$ cat config.mk
export PLATFORM = sky130hd
export DESIGN_NAME = move_entry
export DESIGN_NICKNAME = d
export VERILOG_FILES = /design/src/rtl/move_entry.sv
export SDC_FILE = /design/constraint.sdc
export NUM_CORES = 1
export LEC_CHECK = 0
export CORE_ASPECT_RATIO = 0.8
export CORE_MARGIN = 3
export CORE_UTILIZATION = 25
export DETAILED_ROUTE_END_ITERATION = 8
export PLACE_DENSITY_LB_ADDON = 0.12
export SYNTH_ARGS = -nofsm -noshare
export SYNTH_HDL_FRONTEND = slang
export SYNTH_SLANG_ARGS = --single-unit
$ cat constraint.sdc
create_clock -name clk_in -period 6.2 [get_ports clk_in]
set_input_delay 0.93 -clock clk_in [delete_from_list [all_inputs] [get_ports clk_in]]
set_output_delay 0.93 -clock clk_in [all_outputs]
set_load 0.005 [all_outputs]
$ cat src/rtl/move_entry.sv
// Cursor-driven move entry: turns button levels into a 9x9 cursor and a one-cycle move strobe.
// Optional autorepeat on held direction buttons when MOVE_ENTRY_REPEAT_EN is defined.
module move_entry #(
  parameter int SETTLE_CYC  = 2,
  parameter int REPEAT_DLY  = 25_000_000,
  parameter int REPEAT_RATE = 5_000_000
) (
  input  logic                   clk_in,
  input  logic                   reset,
  input  logic                   btn_up,
  input  logic                   btn_down,
  input  logic                   btn_left,
  input  logic                   btn_right,
  input  logic                   btn_place,
  input  logic                   btn_pass,
  input  logic [8:0][8:0][1:0]   board,
  output logic [7:0]             move,
  output logic                   move_avail,
  output logic [3:0]             cursor_row,
  output logic [3:0]             cursor_col,
  output logic [1:0]             turn,
  output logic                   reject,
  output logic                   game_over
);

  localparam logic [15:0] HOLD_LAST = (SETTLE_CYC > 1) ? 16'(SETTLE_CYC - 1) : 16'd0;

  typedef enum logic [2:0] {
    S_IDLE,
    S_CHECK,
    S_ISSUE,
    S_REJECT,
    S_HOLDOFF
  } state_t;

  state_t      state, state_d;
  logic [7:0]  move_d;
  logic        avail_d;
  logic        reject_d;
  logic        latch;
  logic [3:0]  lat_row, lat_col;
  logic [15:0] hold_cnt;
  logic [1:0]  pass_cnt;

  // Bit order: 0 place, 1 pass, 2 up, 3 down, 4 left, 5 right
  logic [5:0] btn_lvl, btn_prev, btn_edge;
  logic [3:0] dir_step;

  assign btn_lvl  = {btn_right, btn_left, btn_down, btn_up, btn_pass, btn_place};
  assign btn_edge = btn_lvl & ~btn_prev;

  always_ff @(posedge clk_in) begin
    if (reset) btn_prev <= '0;
    else       btn_prev <= btn_lvl;
  end

`ifdef MOVE_ENTRY_REPEAT_EN
  localparam logic [25:0] DLY_LAST  = 26'(REPEAT_DLY - 1);
  localparam logic [25:0] RATE_LAST = 26'(REPEAT_RATE - 1);

  logic [25:0] rep_cnt;
  logic        rep_phase;
  logic        rep_restart;
  logic        rep_fire;
  logic [3:0]  dir_held;

  // One shared counter: any change on a direction line starts the delay over.
  assign dir_held    = btn_lvl[5:2] & btn_prev[5:2];
  assign rep_restart = (|(btn_lvl[5:2] ^ btn_prev[5:2])) || (dir_held == 4'b0000);
  assign rep_fire    = !rep_restart && (rep_cnt == (rep_phase ? RATE_LAST : DLY_LAST));
  assign dir_step    = btn_edge[5:2] | (rep_fire ? dir_held : 4'b0000);

  always_ff @(posedge clk_in) begin
    if (reset || rep_restart) begin
      rep_cnt   <= '0;
      rep_phase <= 1'b0;
    end else if (rep_fire) begin
      rep_cnt   <= '0;
      rep_phase <= 1'b1;
    end else begin
      rep_cnt   <= rep_cnt + 26'd1;
    end
  end
`else
  logic unused_repeat_cfg;
  assign unused_repeat_cfg = (REPEAT_DLY > 0) ^ (REPEAT_RATE > 0);
  assign dir_step          = btn_edge[5:2];
`endif

  // A place or pass edge claims the cycle, so no cursor step alongside it.
  always_ff @(posedge clk_in) begin
    if (reset) begin
      cursor_row <= 4'd4;
      cursor_col <= 4'd4;
    end else if (!(btn_edge[0] || btn_edge[1])) begin
      if (dir_step[0]) begin
        if (cursor_row != 4'd0) cursor_row <= cursor_row - 4'd1;
      end else if (dir_step[1]) begin
        if (cursor_row != 4'd8) cursor_row <= cursor_row + 4'd1;
      end else if (dir_step[2]) begin
        if (cursor_col != 4'd0) cursor_col <= cursor_col - 4'd1;
      end else if (dir_step[3]) begin
        if (cursor_col != 4'd8) cursor_col <= cursor_col + 4'd1;
      end
    end
  end

  always_ff @(posedge clk_in) begin
    if (reset) begin
      state      <= S_IDLE;
      move       <= 8'h00;
      move_avail <= 1'b0;
      reject     <= 1'b0;
    end else begin
      state      <= state_d;
      move       <= move_d;
      move_avail <= avail_d;
      reject     <= reject_d;
    end
  end

  always_comb begin
    state_d  = state;
    move_d   = move;
    avail_d  = 1'b0;
    reject_d = 1'b0;
    latch    = 1'b0;
    case (state)
      S_IDLE: begin
        if (!game_over) begin
          if (btn_edge[0]) begin
            latch   = 1'b1;
            state_d = S_CHECK;
          end else if (btn_edge[1]) begin
            move_d  = 8'hFF;
            avail_d = 1'b1;
            state_d = S_ISSUE;
          end
        end
      end
      S_CHECK: begin
        if (board[lat_row][lat_col] != 2'b00) begin
          reject_d = 1'b1;
          state_d  = S_REJECT;
        end else begin
          move_d   = {lat_row, lat_col};
          avail_d  = 1'b1;
          state_d  = S_ISSUE;
        end
      end
      S_ISSUE:   state_d = S_HOLDOFF;
      S_REJECT:  state_d = S_IDLE;
      S_HOLDOFF: if (hold_cnt == HOLD_LAST) state_d = S_IDLE;
      default:   state_d = S_IDLE;
    endcase
  end

  always_ff @(posedge clk_in) begin
    if (latch) begin
      lat_row <= cursor_row;
      lat_col <= cursor_col;
    end
  end

  always_ff @(posedge clk_in) begin
    if (reset || state != S_HOLDOFF) hold_cnt <= '0;
    else                             hold_cnt <= hold_cnt + 16'd1;
  end

  // 8'hFF can only come from a pass; a placement row never exceeds 8.
  always_ff @(posedge clk_in) begin
    if (reset) begin
      turn      <= 2'b01;
      pass_cnt  <= 2'd0;
      game_over <= 1'b0;
    end else if (state == S_ISSUE) begin
      turn <= (turn == 2'b01) ? 2'b10 : 2'b01;
      if (move == 8'hFF) begin
        if (pass_cnt != 2'd2) pass_cnt <= pass_cnt + 2'd1;
        if (pass_cnt != 2'd0) game_over <= 1'b1;
      end else begin
        pass_cnt <= 2'd0;
      end
    end
  end

endmodule

### Met1 routing

(3 px per micron) Supply wires on this layer in gray.
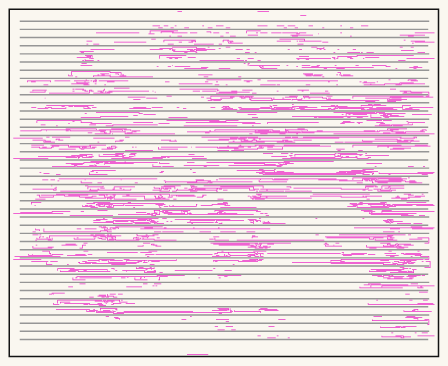
- main direction: horizontal
- nets with wire on the layer: 689
- wire length on this layer: 6100 microns
- share of all routed wire: 45%
- longest straight run: 43.2 microns

### Track usage over the die

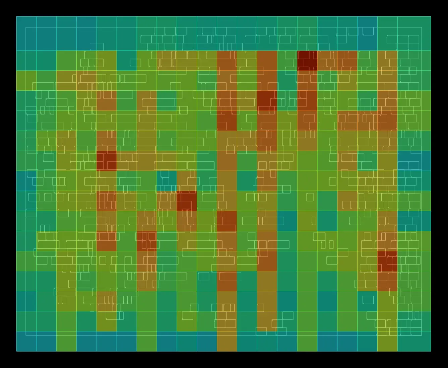
global-route met1 utilization: 0.199
detailed-route wire length per cell: 17.4 microns
global-route track usage on met3: 0.0287

### Selected gate families

(3 px per micron)
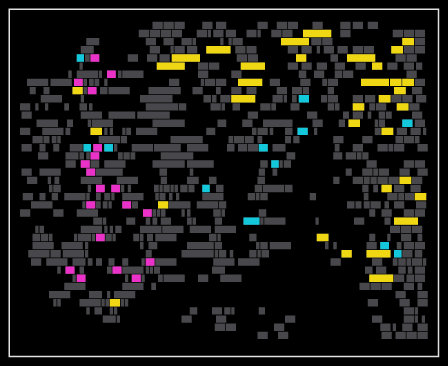
- magenta: xor and xnor cells (cells 19; most used xor2_1)
- yellow: mux cells (cells 34; most used mux2_2)
- cyan: non-inverting ao/oa cells (cells 12; most used o21a_1)

### Layout detail

Window x 56 to 86, y 66 to 96 microns. Cells in gray, sequential cells in the stronger gray; small squares are vias.
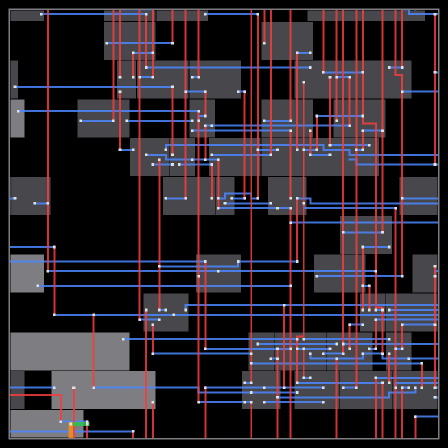
- red: metal 2
- green: metal 3
- orange: metal 4
- blue: metal 1
- most frequent: clkdlybuf4s50_1 (14), nor3_1 (5)
- cells with their middle in the window: 35
- sequential cells in the window: 2
- netlist names of flops here include: lat_col (1), state (1)

==> flow_summary.json <==
{
  "grt_remaining_overflow": 0,
  "boundaryPins": 191,
  "tritoncts.num_buffers": 5,
  "timing.setup.critical_path_class": "flip-flop to flip-flop",
  "drive_gt1_frac": 0.0721,
  "route.met3.wl_microns": 898,
  "power.density_nw_per_um2": 187,
  "min-delay-path-class": "flip-flop to flip-flop",
  "yosys_cell_types": 58,
  "hold_buf_count_cts": 0,
  "worst-path-max-fanout": 27,
  "syn_nets": 596,
  "insertedDiodeCount": 0,
  "warnings": 28,
  "setup_tns_ps": 0,
  "yosys.stat.chipArea_sq_um": 3730,
  "fp-row-count": 39,
  "grt_max_degree": 34,
  "chip_area_sq_um": 16400,
  "vdd_ir_max_mv": 0.130,
  "final_net_count": 775,
  "fp-utilization": 0.258,
  "core_region_area_sq_um": 14400,
  "die_y_microns": 115,
  "place_congestion": 0.774,
  "detail_route.vias_per_cell": 4.90,
  "dp.cells": 772,
  "maximum_level_of_the_cts_h_tree": 2,
  "detailedRoute.firstIterationViolations": 132,
  "cp_data_required_time_ps": 6390,
  "detailedRoute.firstPassIterationCount": 4,
  "ys_dominant_reg_cell": "dfxtp_1",
  "mostFrequentLayoutCell": "clkdlybuf4s50_1",
  "whs_path_depth": 1,
  "cts_resized": 0,
  "postSynthAreaPerCell_sq_um": 8.97,
  "drv_slew": 0,
  "highest-signal-layer": "met5",
  "hold_path_end": "hold_cnt[0]",
  "routedLengthMet1_microns": 6100,
  "finalCriticalPeriod_ps": 3940,
  "clock_tree.buffer_depth": 2,
  "grt_pass1_wl_microns": 20100,
  "worst_path_dominant_cell_family": "simple AND/OR/NAND/NOR gates",
  "worst_setup_path_start_kind": "flip-flop",
  "netlist_instances": 416,
  "timing.critical_path.cells": "buf_4 -> mux2_2 -> o22ai_1 -> nor4_1 -> a2111oi_4 -> nor4_2 -> a21boi_0 -> o21a_1",
  "max_slew_margin": 0.219,
  "slowest_stage": "nor4_2",
  "cap_viol_max_count": 0,
  "timing_hold_violations_final": 0,
  "synth_cell_area_sq_um": 3730,
  "ys_cells": 416,
  "track_usage": 0.152,
  "power.static_leakage_nw": 2.09,
  "run_status": "finished clean",
  "cts_tree": "built",
  "wl_met2_microns": 6410,
  "max_freq_mhz": 254,
  "antenna_violating_nets_post_route": 0,
  "synth_async_sr_flop_share": 0,
  "post_cts.repair.setup_buffers": 0,
  "wl_microns": 13600,
  "ff2ff_path_depth": 8,
  "worst-endpoint-arrival_ps": 4130,
  "clock_sink_count": 56,
  "cts-root-buf": "clkbuf_16",
  "cp-end-kind": "flip-flop",
  "worst_r2r_endpoint": "move_avail",
  "final-setup-viol-count": 0,
  "clk-insertion-delay-late_ps": 290,
  "yosys_warnings": 0,
  "first_global_vias": 3837,
  "crit-reg2reg-launch": "lat_row[0]",
  "clkSlewWorstSetupHoldPaths_ps": 70,
  "whs_ps": 490,
  "antenna_found_initial": 1,
  "numSynthFlops": 56,
  "route.vias.total": 3819,
  "seq_area_frac_synth": 0.322,
  "layout_top_cells": "clkdlybuf4s50_1 (190), nor2_1 (67), dfxtp_1 (48)",
  "syn_to_final_growth_pct": 59.3,
  "enable_flop_cells": 8,
  "final-instance-count-excl-fill": 780,
  "drt_drc_violations_left": 0,
  "r2r_slack_ps": 2260,
  "buf_inv_stages_crit_path": 1,
  "die_w_microns": 143,
  "holdCritStartpoint": "hold_cnt[0]",
  "dp_hpwl_microns": 10600,
  "tightest_slew_ps": 1160,
  "port_buffers": 190,
  "critical-path-max-stage-delay_ps": 1020,
  "skew_ps": 4.65,
  "setup_repair_after_global_routing_missed_its_margin": "false",
  "timing.final.crit_share": 0.636
}
-- final cells by class --
cell class                 count  area (sq um)
multi-input combinational    324          2350
clock buffer                   5           125
fill                        1409          8500
timing repair buffer         195          1940
inverter                      13          48.8
tap                          184           230
sequential                    56          1200
clock inverter                 3          46.3
-- worst reg2reg max path: cells and delay by family (launching register included) --
family                 cells  cell delay (ps)
buffers and inverters      1              480
DFF                        1              980
and+or+nand+nor            2             1550
muxes                      1              240
AOI/OAI and AO/OA          4              590
-- report_power, final --
part / internal [mW] / total [mW] / switching (mW)
logic: 0.212 / 0.342 / 0.130
clock network: 0.193 / 0.328 / 0.135
registers: 0.395 / 0.439 / 0.0444
-- cell usage after synthesis (all sizes together) (3+ instances only) --
cell type,instances,area (sq um)
a21o,3,30.0
a2111oi,4,55.1
nor3,23,115
nor2b,8,50.1
dfxtp,48,961
o21ai,8,40.0
o41ai,4,35.0
nand2b,6,37.5
or2,3,18.8
nor2,67,251
mux2,14,158
mux2i,7,70.1
nor4,13,87.6
o22ai,7,43.8
xor2,12,105
nand2,23,86.3
or3,7,43.8
xnor2,7,61.3
nand4,3,18.8
inv,13,48.8
nand3b,3,22.5
a21oi,11,55.1
ha,8,100
and3,5,31.3
a211oi,25,193
edfxtp,8,240
buf,12,78.8
clkbuf,11,51.3
mux4,13,315
nand3,6,30.0
nor3b,7,52.6
o21a,3,22.5
-- cells by family (layout without fill, tap and decap cells) --
logic type / after synthesis / after routing / share of synthesized area
DFF: 56 / 56 / 0.322
AOI/OAI and AO/OA: 78 / 78 / 0.156
muxes: 34 / 34 / 0.146
adders and majority gates: 10 / 10 / 0.0376
and+or+nand+nor: 183 / 183 / 0.246
xor gates and xnor gates: 19 / 19 / 0.0446
buffers and inverters: 36 / 216 / 0.0480
-- how the worst max path moves through the flow --
stage,startpoint,end,slack (ps),cells past startpoint
floorplan,board[101],move[0],3310,7
global placement,board[70],move_avail,2350,8
detailed placement,board[71],move_avail,2230,8
CTS,lat_row[0],move_avail,2200,8
global route,lat_row[0],move[2],1890,8
finish,lat_row[0],move_avail,2260,8
-- metal layers --
layer	track usage	vias up
met5	0	-
met4	0.0310	2
met3	0.0287	17
met2	0.265	129
met1	0.199	1773
li1	-	1898
-- state kept, by name (all words and copies together) (netlist names) --
register and flops:
state 3, reject 1, btn_prev 6, lat_col 4
move_avail 1, cursor_row 4, hold_cnt 16, cursor_col 4
move 8, game_over 1, pass_cnt 2, turn 2
lat_row 4
-- per-stage QoR --
step | util | area, sq um | total power, mW | setup slack, ps
finish | 0.411 | 5940 | 1.11 | 2260
global route | 0.411 | 5940 | 1.17 | 1890
CTS | 0.411 | 5940 | 1.12 | 2200
detailed placement | 0.400 | 5770 | 0.793 | 2230
global placement | 0.400 | 5770 | 0.787 | 2350
floorplan | - | 3730 | 0.607 | 3310
Power is estimated from default activity; no workload was simulated.
